[src/rtl/pe_mem_lane_driver_pkg.sv]
// Shared namespace codes, FSM state encodings and beat-count helper for the PE memory lane driver.
package pe_mem_lane_driver_pkg;

  localparam logic [1:0] NAMESPACE_MEM_INST   = 2'd0;
  localparam logic [1:0] NAMESPACE_MEM_DATA   = 2'd1;
  localparam logic [1:0] NAMESPACE_MEM_WEIGHT = 2'd2;
  localparam logic [1:0] NAMESPACE_MEM_META   = 2'd3;

  localparam logic [1:0] ST_IDLE  = 2'd0;
  localparam logic [1:0] ST_WRITE = 2'd1;
  localparam logic [1:0] ST_READ  = 2'd2;
  localparam logic [1:0] ST_DONE  = 2'd3;

  // Beats needed to carry one word (countEntireData).
  function automatic int count_entire_data(input int data_len, input int mem_data_len);
    return (data_len + mem_data_len - 1) / mem_data_len;
  endfunction

endpackage

[src/rtl/pe_mem_lane_driver_if.sv]
// Controller-side command, write-stream and read-back bus of the PE memory lane driver.
interface pe_mem_lane_driver_if #(
  parameter int logNumPeMemLanes = 2,
  parameter int logMemNamespaces = 2,
  parameter int dataLen          = 16,
  parameter int countLen         = 8
);
  logic                        cmd_valid;
  logic                        cmd_ready;
  logic                        cmd_rd;
  logic [logMemNamespaces-1:0] cmd_type;
  logic [logNumPeMemLanes-1:0] cmd_lane;
  logic [countLen-1:0]         cmd_count;
  logic                        wr_data_valid;
  logic                        wr_data_ready;
  logic [dataLen-1:0]          wr_data;
  logic                        rd_data_valid;
  logic [dataLen-1:0]          rd_data;
  logic                        cmd_done;
  logic                        cmd_err;

  modport master (
    output cmd_valid, cmd_rd, cmd_type, cmd_lane, cmd_count, wr_data_valid, wr_data,
    input  cmd_ready, wr_data_ready, rd_data_valid, rd_data, cmd_done, cmd_err
  );

  modport slave (
    input  cmd_valid, cmd_rd, cmd_type, cmd_lane, cmd_count, wr_data_valid, wr_data,
    output cmd_ready, wr_data_ready, rd_data_valid, rd_data, cmd_done, cmd_err
  );
endinterface

[src/rtl/pe_mem_beat_serializer.sv]
// Splits each accepted word into memDataLen beats, low slice first, one registered beat per cycle.
module pe_mem_beat_serializer
  import pe_mem_lane_driver_pkg::*;
#(
  parameter int dataLen    = 16,
  parameter int memDataLen = 16
) (
  input  logic               clk,
  input  logic               reset,
  input  logic               active,
  input  logic               words_left_nz,
  input  logic               wr_data_valid,
  input  logic [dataLen-1:0] wr_data,
  output logic               wr_data_ready,
  output logic               beat_load,
  output logic               pending,
  output logic               beat_valid,
  output logic [dataLen-1:0] beat_data
);
  localparam int BEATS = count_entire_data(dataLen, memDataLen);
  localparam int PAD   = BEATS * memDataLen;
  localparam int BW    = (BEATS > 1) ? $clog2(BEATS) : 1;

  logic [PAD-1:0] hold;
  logic [PAD-1:0] padded_in;
  logic [BW-1:0]  beat_idx;
  logic           accept;

  function automatic logic [dataLen-1:0] beat_slice(input logic [PAD-1:0] w, input int idx);
    logic [dataLen-1:0] b;
    b = '0;
    b[memDataLen-1:0] = w[idx*memDataLen +: memDataLen];
    return b;
  endfunction

  assign padded_in     = PAD'(wr_data);
  assign wr_data_ready = active && !pending && words_left_nz;
  assign accept        = wr_data_valid && wr_data_ready;
  assign beat_load     = accept || pending;

  // NOTE: hold is data only, always qualified by pending, so it carries no reset.
  always_ff @(posedge clk) begin
    if (accept) hold <= padded_in;
  end

  // NOTE: non-blocking assignments so every register samples pre-edge values.
  always_ff @(posedge clk) begin
    if (reset) begin
      beat_idx   <= '0;
      pending    <= 1'b0;
      beat_valid <= 1'b0;
      beat_data  <= '0;
    end else begin
      beat_valid <= 1'b0;
      beat_data  <= '0;
      if (accept) begin
        // Beat 0 goes straight out so the first beat follows the handshake by one cycle.
        beat_valid <= 1'b1;
        beat_data  <= beat_slice(padded_in, 0);
        beat_idx   <= BW'(1);
        pending    <= (BEATS > 1);
      end else if (pending) begin
        beat_valid <= 1'b1;
        beat_data  <= beat_slice(hold, int'(beat_idx));
        beat_idx   <= beat_idx + 1'b1;
        pending    <= (int'(beat_idx) != BEATS - 1);
      end
    end
  end
endmodule

[src/rtl/pe_mem_lane_driver.sv]
// PE memory lane transmitter: command FSM, word counter, lane/type registers and read-back path.
// Build option: define PE_MEM_READBACK_EN to include the weight read-back path.
module pe_mem_lane_driver
  import pe_mem_lane_driver_pkg::*;
#(
  parameter int logNumPeMemLanes = 2,
  parameter int logMemNamespaces = 2,
  parameter int dataLen          = 16,
  parameter int memDataLen       = 16,
  parameter int countLen         = 8
) (
  input  logic                        clk,
  input  logic                        reset,
  pe_mem_lane_driver_if.slave         ctl,
  output logic                        mem_wrt_valid,
  output logic                        mem_weight_rd_valid,
  output logic [logNumPeMemLanes-1:0] peId_mem_out,
  output logic [logMemNamespaces-1:0] mem_data_type,
  output logic [dataLen-1:0]          mem_data_output,
  input  logic [dataLen-1:0]          mem_data_input
);
`ifdef PE_MEM_READBACK_EN
  localparam bit READBACK = 1'b1;
`else
  localparam bit READBACK = 1'b0;
`endif

  logic [1:0]                  state, state_nx;
  logic [countLen-1:0]         words_left;
  logic [logNumPeMemLanes-1:0] lat_lane;
  logic [logMemNamespaces-1:0] lat_type;
  logic                        err_q, cmd_ready_q;
  logic                        cmd_acc, cmd_bad, wr_hs, beat_load, ser_pending, rd_issue, rd_busy;

  assign cmd_acc       = ctl.cmd_valid && cmd_ready_q;
  assign cmd_bad       = (ctl.cmd_type == logMemNamespaces'(NAMESPACE_MEM_INST)) ||
                         (ctl.cmd_rd && !READBACK);
  assign wr_hs         = ctl.wr_data_valid && ctl.wr_data_ready;
  assign ctl.cmd_ready = cmd_ready_q;
  assign ctl.cmd_done  = (state == ST_DONE);
  assign ctl.cmd_err   = (state == ST_DONE) && err_q;

  pe_mem_beat_serializer #(.dataLen(dataLen), .memDataLen(memDataLen)) u_ser (
    .clk           (clk),
    .reset         (reset),
    .active        (state == ST_WRITE),
    .words_left_nz (words_left != '0),
    .wr_data_valid (ctl.wr_data_valid),
    .wr_data       (ctl.wr_data),
    .wr_data_ready (ctl.wr_data_ready),
    .beat_load     (beat_load),
    .pending       (ser_pending),
    .beat_valid    (mem_wrt_valid),
    .beat_data     (mem_data_output)
  );

  always_comb begin
    // NOTE: default assigned first so no latch is inferred on unlisted paths.
    state_nx = state;
    case (state)
      ST_IDLE: if (cmd_acc) begin
        if (ctl.cmd_count == '0 || cmd_bad) state_nx = ST_DONE;
        else if (ctl.cmd_rd)                state_nx = ST_READ;
        else                                state_nx = ST_WRITE;
      end
      ST_WRITE: if (words_left == '0 && !ser_pending) state_nx = ST_DONE;
      ST_READ:  if (words_left == '0 && !rd_busy)     state_nx = ST_DONE;
      default:  state_nx = ST_IDLE;
    endcase
  end

  always_ff @(posedge clk) begin
    if (reset) begin
      state         <= ST_IDLE;
      cmd_ready_q   <= 1'b0;
      words_left    <= '0;
      lat_lane      <= '0;
      lat_type      <= '0;
      err_q         <= 1'b0;
      peId_mem_out  <= '0;
      mem_data_type <= '0;
    end else begin
      state       <= state_nx;
      cmd_ready_q <= (state_nx == ST_IDLE);
      if (cmd_acc) begin
        words_left <= ctl.cmd_count;
        lat_lane   <= ctl.cmd_lane;
        lat_type   <= ctl.cmd_rd ? logMemNamespaces'(NAMESPACE_MEM_WEIGHT) : ctl.cmd_type;
        err_q      <= cmd_bad && (ctl.cmd_count != '0);
      end else if (wr_hs || rd_issue) begin
        words_left <= words_left - 1'b1;
      end
      // Lane and type only move with an issued beat or strobe, so idle cycles keep the last values.
      if (beat_load || rd_issue) begin
        peId_mem_out  <= lat_lane;
        mem_data_type <= lat_type;
      end
    end
  end

`ifdef PE_MEM_READBACK_EN
  logic               strb_q, strb_d, rdv_q;
  logic [dataLen-1:0] rd_q;

  assign rd_issue            = (state == ST_READ) && (words_left != '0);
  assign rd_busy             = strb_q || strb_d;
  assign mem_weight_rd_valid = strb_q;
  assign ctl.rd_data_valid   = rdv_q;
  assign ctl.rd_data         = rd_q;

  // The PE answers one cycle after the strobe; strb_d marks the cycle its data is on the bus.
  always_ff @(posedge clk) begin
    if (reset) begin
      strb_q <= 1'b0;
      strb_d <= 1'b0;
      rdv_q  <= 1'b0;
      rd_q   <= '0;
    end else begin
      strb_q <= rd_issue;
      strb_d <= strb_q;
      rdv_q  <= strb_d;
      rd_q   <= strb_d ? mem_data_input : '0;
    end
  end
`else
  logic unused_rd_input;

  assign rd_issue            = 1'b0;
  assign rd_busy             = 1'b0;
  assign mem_weight_rd_valid = 1'b0;
  assign ctl.rd_data_valid   = 1'b0;
  assign ctl.rd_data         = '0;
  assign unused_rd_input     = ^mem_data_input;
`endif
endmodule

[src/flat_wrapper.sv]
// flat-port wrapper written by rule: the top's interface ports become plain ports
module pe_mem_lane_driver_flat import pe_mem_lane_driver_pkg::*;
#(
  parameter int logNumPeMemLanes = 2,
  parameter int logMemNamespaces = 2,
  parameter int dataLen          = 16,
  parameter int memDataLen       = 16,
  parameter int countLen         = 8
)
  (clk, reset, mem_wrt_valid, mem_weight_rd_valid, peId_mem_out, mem_data_type, mem_data_output, mem_data_input, ctl_cmd_valid, ctl_cmd_rd, ctl_cmd_type, ctl_cmd_lane, ctl_cmd_count, ctl_wr_data_valid, ctl_wr_data, ctl_cmd_ready, ctl_wr_data_ready, ctl_rd_data_valid, ctl_rd_data, ctl_cmd_done, ctl_cmd_err);
  pe_mem_lane_driver_if #(.logNumPeMemLanes(logNumPeMemLanes), .logMemNamespaces(logMemNamespaces), .dataLen(dataLen), .countLen(countLen)) ctl_i ();
  input  logic clk;
  input  logic reset;
  output logic mem_wrt_valid;
  output logic mem_weight_rd_valid;
  output logic [logNumPeMemLanes-1:0] peId_mem_out;
  output logic [logMemNamespaces-1:0] mem_data_type;
  output logic [dataLen-1:0] mem_data_output;
  input  logic [dataLen-1:0] mem_data_input;
  input wire logic [$bits(ctl_i.cmd_valid)-1:0] ctl_cmd_valid;
  input wire logic [$bits(ctl_i.cmd_rd)-1:0] ctl_cmd_rd;
  input wire logic [$bits(ctl_i.cmd_type)-1:0] ctl_cmd_type;
  input wire logic [$bits(ctl_i.cmd_lane)-1:0] ctl_cmd_lane;
  input wire logic [$bits(ctl_i.cmd_count)-1:0] ctl_cmd_count;
  input wire logic [$bits(ctl_i.wr_data_valid)-1:0] ctl_wr_data_valid;
  input wire logic [$bits(ctl_i.wr_data)-1:0] ctl_wr_data;
  output wire logic [$bits(ctl_i.cmd_ready)-1:0] ctl_cmd_ready;
  output wire logic [$bits(ctl_i.wr_data_ready)-1:0] ctl_wr_data_ready;
  output wire logic [$bits(ctl_i.rd_data_valid)-1:0] ctl_rd_data_valid;
  output wire logic [$bits(ctl_i.rd_data)-1:0] ctl_rd_data;
  output wire logic [$bits(ctl_i.cmd_done)-1:0] ctl_cmd_done;
  output wire logic [$bits(ctl_i.cmd_err)-1:0] ctl_cmd_err;
  assign ctl_i.cmd_valid = ctl_cmd_valid;
  assign ctl_i.cmd_rd = ctl_cmd_rd;
  assign ctl_i.cmd_type = ctl_cmd_type;
  assign ctl_i.cmd_lane = ctl_cmd_lane;
  assign ctl_i.cmd_count = ctl_cmd_count;
  assign ctl_i.wr_data_valid = ctl_wr_data_valid;
  assign ctl_i.wr_data = ctl_wr_data;
  assign ctl_cmd_ready = ctl_i.cmd_ready;
  assign ctl_wr_data_ready = ctl_i.wr_data_ready;
  assign ctl_rd_data_valid = ctl_i.rd_data_valid;
  assign ctl_rd_data = ctl_i.rd_data;
  assign ctl_cmd_done = ctl_i.cmd_done;
  assign ctl_cmd_err = ctl_i.cmd_err;
  pe_mem_lane_driver #(.logNumPeMemLanes(logNumPeMemLanes), .logMemNamespaces(logMemNamespaces), .dataLen(dataLen), .memDataLen(memDataLen), .countLen(countLen)) u_core (.clk(clk), .reset(reset), .ctl(ctl_i), .mem_wrt_valid(mem_wrt_valid), .mem_weight_rd_valid(mem_weight_rd_valid), .peId_mem_out(peId_mem_out), .mem_data_type(mem_data_type), .mem_data_output(mem_data_output), .mem_data_input(mem_data_input));
endmodule
[config.mk]
export PLATFORM = sky130hd
export DESIGN_NAME = pe_mem_lane_driver_flat
export DESIGN_NICKNAME = d
export VERILOG_FILES = /design/src/rtl/pe_mem_lane_driver_pkg.sv /design/src/rtl/pe_mem_lane_driver_if.sv /design/src/rtl/pe_mem_beat_serializer.sv /design/src/rtl/pe_mem_lane_driver.sv /design/src/flat_wrapper.sv
export SDC_FILE = /design/constraint.sdc
export NUM_CORES = 1
export LEC_CHECK = 0
export ABC_AREA = 0
export CAP_MARGIN = 20
export CORE_MARGIN = 5
export CORE_UTILIZATION = 30
export DETAILED_ROUTE_END_ITERATION = 10
export DONT_BUFFER_PORTS = 1
export PLACE_DENSITY = 0.47
export SLEW_MARGIN = 30
export SYNTH_ARGS = -nofsm -noshare
export SYNTH_HDL_FRONTEND = slang
export SYNTH_SLANG_ARGS = --single-unit
[constraint.sdc]
create_clock -name clk -period 2.2 [get_ports clk]
set_clock_uncertainty 0.2 [all_clocks]
set_input_delay 0.66 -clock clk [delete_from_list [all_inputs] [get_ports clk]]
set_output_delay 0.66 -clock clk [all_outputs]
set_load 0.005 [all_outputs]
Run 1, placement view:
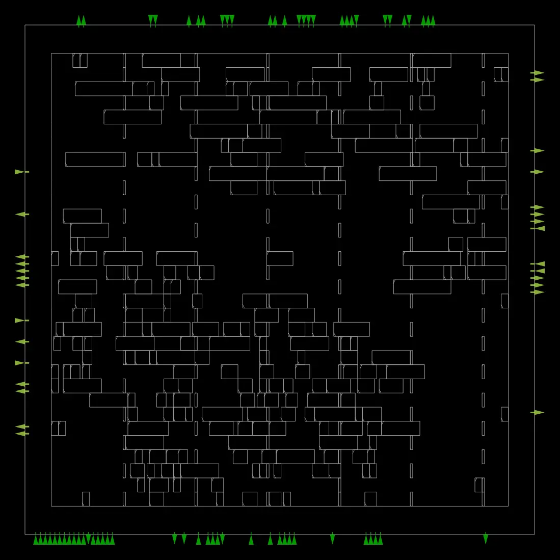
Layout Utilization: 0.338
core area: 7650 sq um
Placement Rows: 32

Run 1, pin placement:
(4 px per um) Pins as bars across the die edge, other pins in gray.
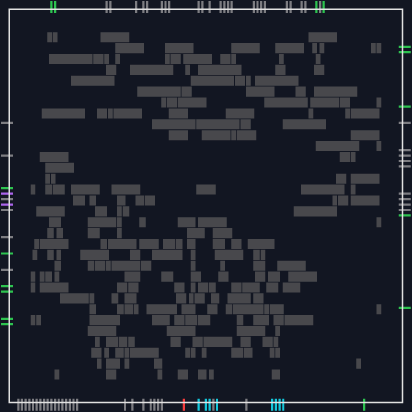
peId_mem_out -> purple  # pins 2, direction output, edge left
ctl_rd_data -> green  # pins 16, direction output, edge 6 left, 5 right, 4 top, 1 bottom
ctl_cmd_count -> cyan  # pins 8, direction input, edge bottom
ctl_wr_data_valid -> red  # pins 1, direction input, edge bottom
all pins by edge = 36 bottom, 28 top, 14 left, 14 right

Run 1, metal layers overlaid:
(4 px per um) Two of the layers only.
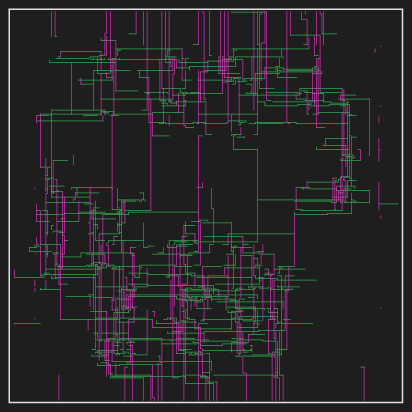
M2 -> magenta  # wire length 2480 um
M1 -> green  # wire length 2230 um

==> deck_impl_summary.md, run 1 <==
Physical Implementation Snapshot

Pwr
  – Pwr Density: 868 nW/um^2
  – Switching Fraction: 0.282
  – Total sequential power: 1.18 mW
  – Leakage: 0.914 nW
  – Top pwr grp: sequential cells
  – Sequential share of power: 0.526
  – P_sw: 633 uW
  – Combinational power: 462 uW

Layout
  – Layout net count: 283
  – Most numerous logic cell after layout: dfxtp_1
  – Top Layout Cells: dfxtp_1 (36), nor2_1 (34), conb_1 (18)

Die
  – I/O Pins: 92
  – Initial core utilization: 0.303

Worst hold path
  – Hold path depth: 1

Clocking
  – CTS clk-pin slew, worst paths: 0.10 ns
  – Clock buffer depth: 2
  – Total clock sinks: 55

Routing
  – TritonRoute pass-1 iters: 4
  – Via count: 1587
  – Remaining antenna violation count: 0
  – Avg WL per Cell: 15.0 um
  – Drt drc: 0

Logic synthesis
  – Ys flops: 55
  – Synthesis Warnings: 0
  – Syn Std Cell Area: 2320 sq um
  – Leading post-synthesis cells by instance count: dfxtp_1 (39), nor2_1 (34), buf_4 (21)
  – Async set-reset flop share out of synthesis: 0
  – Synth Seq Share: 0.544
  – Aoi share: 0.154
  – Comb area leader: simple AND/OR/NAND/NOR gates
  – Synth mux share: 0.00431
  – Cell area leaders: dfxtp_1 (34%), edfxtp_1 (21%), buf_4 (6.8%)
  – XOR/XNOR Area Share: 0.0151
  – Simple-gate share of the synthesized area: 0.176

Worst setup path
  – Worst setup SP type: register
  – Critical Path End: ctl_wr_data_ready
  – R2R Setup Slk: 0.09 ns
  – Buf/Inv on CP: 0
  – Crit Reg-Reg Startpoint: u_core.state[0]$_SDFF_PP0_
  – Crit Path Max Fanout: 7
  – Crit path cell chain: or3b_4 > a21oi_4
  – CP max-delay cell: or3b_4
  – Delay-heaviest family, CP: simple AND/OR/NAND/NOR gates
  – Crit Path Class: register to output port
  – Crit path arrival time: 1.27 ns

Timing
  – Endpoints failing setup: 0
  – Slew HR: 0.666
  – Post-route minimum period: 2.13 ns
  – Hold slack final: 0.202 ns
  – Setup TNS: 0 ns
  – Fin crit share: 0.970

Global routing
  – GRT Total Usage: 0.105
  – Global route total overflow: 0

Placed design
  – IO buf count: 0

Status
  – Outcome: completed
## run 1: through the flow
stage	setup WS (ns)	power [mW]	area, sq um	utilization	instances
floorplan	0.203	1.50	2380	-	241
global placement	0.184	1.59	2420	0.316	321
detailed placement	0.161	1.59	2420	0.316	321
CTS	0.00926	2.25	2550	0.333	331
global route	-0.00102	2.38	2580	0.338	335
finish	0.0656	2.24	2580	0.338	335
## run 1: routing by layer
layer | track usage | vias up | part of all wire
li1 | - | 779 | -
met1 | 0.131 | 769 | 0.44
met2 | 0.176 | 35 | 0.49
met3 | 0.0279 | 4 | 0.053
met4 | 0.0351 | 0 | 0.012
met5 | 0 | - | 0
## run 1: how the worst min path moves through the flow
stage | from | slack, ns | to
final | reset | 0.20 | u_core.words_left[0]$_SDFFE_PP0P_
after global routing | reset | 0.18 | u_core.words_left[0]$_SDFFE_PP0P_
after CTS | reset | 0.18 | u_core.words_left[0]$_SDFFE_PP0P_
after detailed placement | u_core.u_ser.beat_idx$_SDFFE_PP0P_ | 0.24 | u_core.u_ser.pending$_SDFF_PP0_
after global placement | u_core.u_ser.beat_idx$_SDFFE_PP0P_ | 0.23 | u_core.u_ser.pending$_SDFF_PP0_
after floorplan | u_core.u_ser.beat_idx$_SDFFE_PP0P_ | 0.22 | u_core.u_ser.pending$_SDFF_PP0_
## run 1: cell type report
type,instances,area [sq um]
clock buffer,6,82.6
fill,785,5060
sequential,55,1260
multi-input combinational,149,933
clock inverter,2,13.8
inverter,6,22.5
tap,102,128
timing repair buffer,15,138
## run 1: timing repair
item / CTS / global route
pin swaps: 2 / 2
buffers inserted: 2 / 4
setup endpoints to repair: 1 / 3
resized: 5 / 2
==> run 2: changes to the inputs <==
--- a/config.mk
+++ b/config.mk
@@ -7,12 +7,13 @@
 export LEC_CHECK = 0
 export ABC_AREA = 0
 export CAP_MARGIN = 20
+export CORE_ASPECT_RATIO = 1.25
 export CORE_MARGIN = 5
-export CORE_UTILIZATION = 30
+export CORE_UTILIZATION = 60
 export DETAILED_ROUTE_END_ITERATION = 10
 export DONT_BUFFER_PORTS = 1
-export PLACE_DENSITY = 0.47
-export SLEW_MARGIN = 30
+export PLACE_DENSITY = 0.79
+export SLEW_MARGIN = 20
 export SYNTH_ARGS = -nofsm -noshare
 export SYNTH_HDL_FRONTEND = slang
 export SYNTH_SLANG_ARGS = --single-unit
==> run 2 against run 1 <==
  * Sequential power barely moved
  * Power rose by 0.79%
  * Worst setup slack got worse by 0.020 ns
  * Core utilization rose by 36 points
  * First-iteration DRC count rose by 10%
  * Via count rose by 2.8%
  * Maximum frequency fell by 0.92%
  * Critical path type is now register to register
  * Critical endpoint is now u_core.peId_mem_out[0]$_SDFFE_PP0P_
  * Highest routed layer unchanged
==> deck_impl_summary.md, run 2 <==
Physical Implementation Snapshot

Status
  – Outcome: completed

Pwr
  – Pwr Density: 858 nW/um^2
  – Switching Fraction: 0.281
  – P_sw: 635 uW
  – Cell-internal power: 1.62 mW
  – Sequential share of power: 0.524
  – Design Power: 2.26 mW
  – Leakage: 0.963 nW

Timing
  – Fmax: 464 MHz
  – Slew HR: 0.516
  – Post-route minimum period: 2.15 ns
  – Endpoints failing setup: 0
  – Setup TNS: 0 ns
  – Measured slew at the worst slew-check pin: 0.723 ns
  – Fin crit share: 0.979

Layout
  – Top Layout Cells: dfxtp_1 (36), nor2_1 (34), conb_1 (18)
  – Non-clock inverters: 6
  – Largest regs: u_core.u_ser.beat_data (16), u_core.u_ser.hold (16), u_core.words_left (8)
  – Comb/total area: 0.358
  – Seq/total area: 0.480
  – Ant diodes: 0
  – Filler instances: 290
  – Largest class: sequential cells
  – Multi-input gates: 149
  – Clock buffers: 6
  – Fraction of area in clock buffers and inverters: 0.0323
  – Non-clk bufs: 21
  – Register area: 1260 sq um
  – Logic area: 943 sq um
  – Signal buffers share of area: 0.102
  – Seq cells: 55
  – Layout net count: 289
  – Most numerous logic cell after layout: dfxtp_1

Logic synthesis
  – Ys flops: 55
  – Leading post-synthesis cells by instance count: dfxtp_1 (39), nor2_1 (34), buf_4 (21)
  – Area leader, netlist: dfxtp_1
  – Synth mux share: 0.00431
  – Aoi share: 0.154
  – Syn Std Cell Area: 2320 sq um
  – Simple-gate share of the synthesized area: 0.176
  – Synthesis Warnings: 0
  – Cell area leaders: dfxtp_1 (34%), edfxtp_1 (21%), buf_4 (6.8%)
  – EDFF count, synth: 16
  – XOR/XNOR Area Share: 0.0151
  – Async set-reset flop share out of synthesis: 0
  – Synth Seq Share: 0.544
  – Comb area leader: simple AND/OR/NAND/NOR gates

Die
  – Die area: 5220 sq um
  – Num tapcells: 40
  – Placement Rows: 25
  – Initial core utilization: 0.618
  – I/O Pins: 92

Clocking
  – Total clock sinks: 55
  – Setup bufs post-CTS: 2
  – CTS clk-pin slew, worst paths: 0.10 ns
  – Post_cts resized: 3
  – Clk ins delay skew pair: 0.31 ns
  – Clock buffer depth: 2

Worst setup path
  – Crit path arrival time: 2.20 ns
  – Delay-heaviest family, CP: simple AND/OR/NAND/NOR gates
  – Buf/Inv on CP: 3
  – CP max-delay cell: or3b_2
  – Crit Path Max Fanout: 14
  – Crit Path Class: register to register
  – Crit path cell chain: inv_2 > ha_2 > nor3b_4 > buf_6 > a211oi_4 > clkbuf_16 > or3b_2 > a21oi_1
  – Worst setup SP type: register

Run
  – Max-Cap Viols: 0
  – Tool warnings: 43

Routing
  – Avg WL per Cell: 18.1 um
  – TritonRoute pass-1 iters: 4
  – Drt drc: 0
  – Via count: 1632
  – Remaining antenna violation count: 0

Global routing
  – Global route total overflow: 0
  – GRT Total Usage: 0.196
  – Initial antenna violation count: 0

Placed design
  – IO buf count: 0
==> run 2: logic make-up after synthesis <==
kind of cell | count (synthesis)
xor+xnor | 4
fa+ha+maj | 2
mux | 1
simple gates | 74
compound gates | 50
other cells | 1
flops | 55
buf+inv | 37
==> run 2: through the flow <==
step | setup WS, ns | hold slack, ns | area (sq um) | cells
global route | -0.0483 | 0.195 | 2630 | 279
global placement | 0.145 | 0.229 | 2340 | 259
finish | 0.0457 | 0.209 | 2630 | 279
CTS | 0.00910 | 0.199 | 2460 | 269
floorplan | 0.203 | 0.218 | 2380 | 241
detailed placement | 0.105 | 0.241 | 2340 | 259
==> run 2: routing by layer <==
layer,global-route usage,up-vias,part of all wire
li1,-,788,-
met1,0.232,778,0.40
met2,0.318,57,0.51
met3,0.0704,9,0.071
met4,0.0830,0,0.023
met5,0,-,0
==> run 2: power groups by stage <==
stage	combinational, mW	sequential, mW	clock [mW]
global placement	0.392	1.20	0
CTS	0.446	1.18	0.552
finish	0.535	1.18	0.541
global route	0.590	1.19	0.602
detailed placement	0.400	1.20	0
floorplan	0.311	1.19	0
==> run 2: path summary, 6_finish.rpt <==
kind / start / end / slack, ns / cells after the start
setup / recovery: u_core.words_left[1]$_SDFFE_PP0P_ / u_core.peId_mem_out[0]$_SDFFE_PP0P_ / 0.05 / 8
hold / removal: reset / u_core.words_left[0]$_SDFFE_PP0P_ / 0.21 / 1
setup reg to reg: u_core.words_left[1]$_SDFFE_PP0P_ / u_core.peId_mem_out[0]$_SDFFE_PP0P_ / 0.05 / 8
hold reg to reg: u_core.u_ser.beat_idx$_SDFFE_PP0P_ / u_core.u_ser.pending$_SDFF_PP0_ / 0.25 / 2
Run 2, signal wires on met2:
(4 px per um)
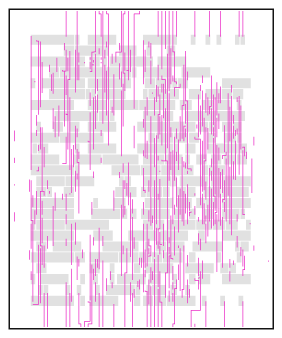
longest straight run = 34.7 um
wire length on this layer = 2580 um
share of all routed wire = 51%

Run 2, placement view:
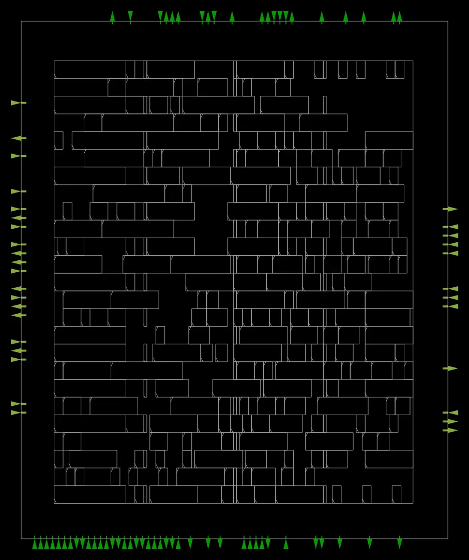
core area: 3750 sq um
Layout Utilization: 0.702

Run 2, layout detail:
Window x 13 to 53, y 20 to 60 um. Cells in gray, sequential cells in the stronger gray; small squares are vias.
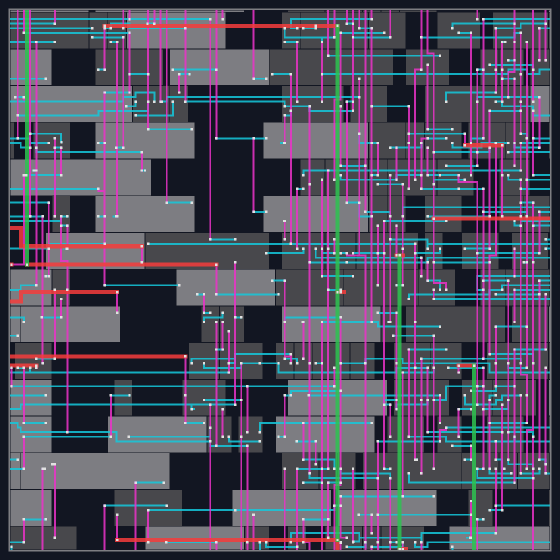
M4 -> green
M3 -> red
M2 -> magenta
M1 -> cyan
netlist names of flops here include = u_core.u_ser.beat_data (6), u_core.u_ser.hold (3), u_core.state (2)
most frequent = dfxtp_1 (14), nor2_1 (13), buf_4 (10)
sequential cells in the window = 20
cells with their middle in the window = 108

No activity file was given, so power comes from the tool's default toggle rates.
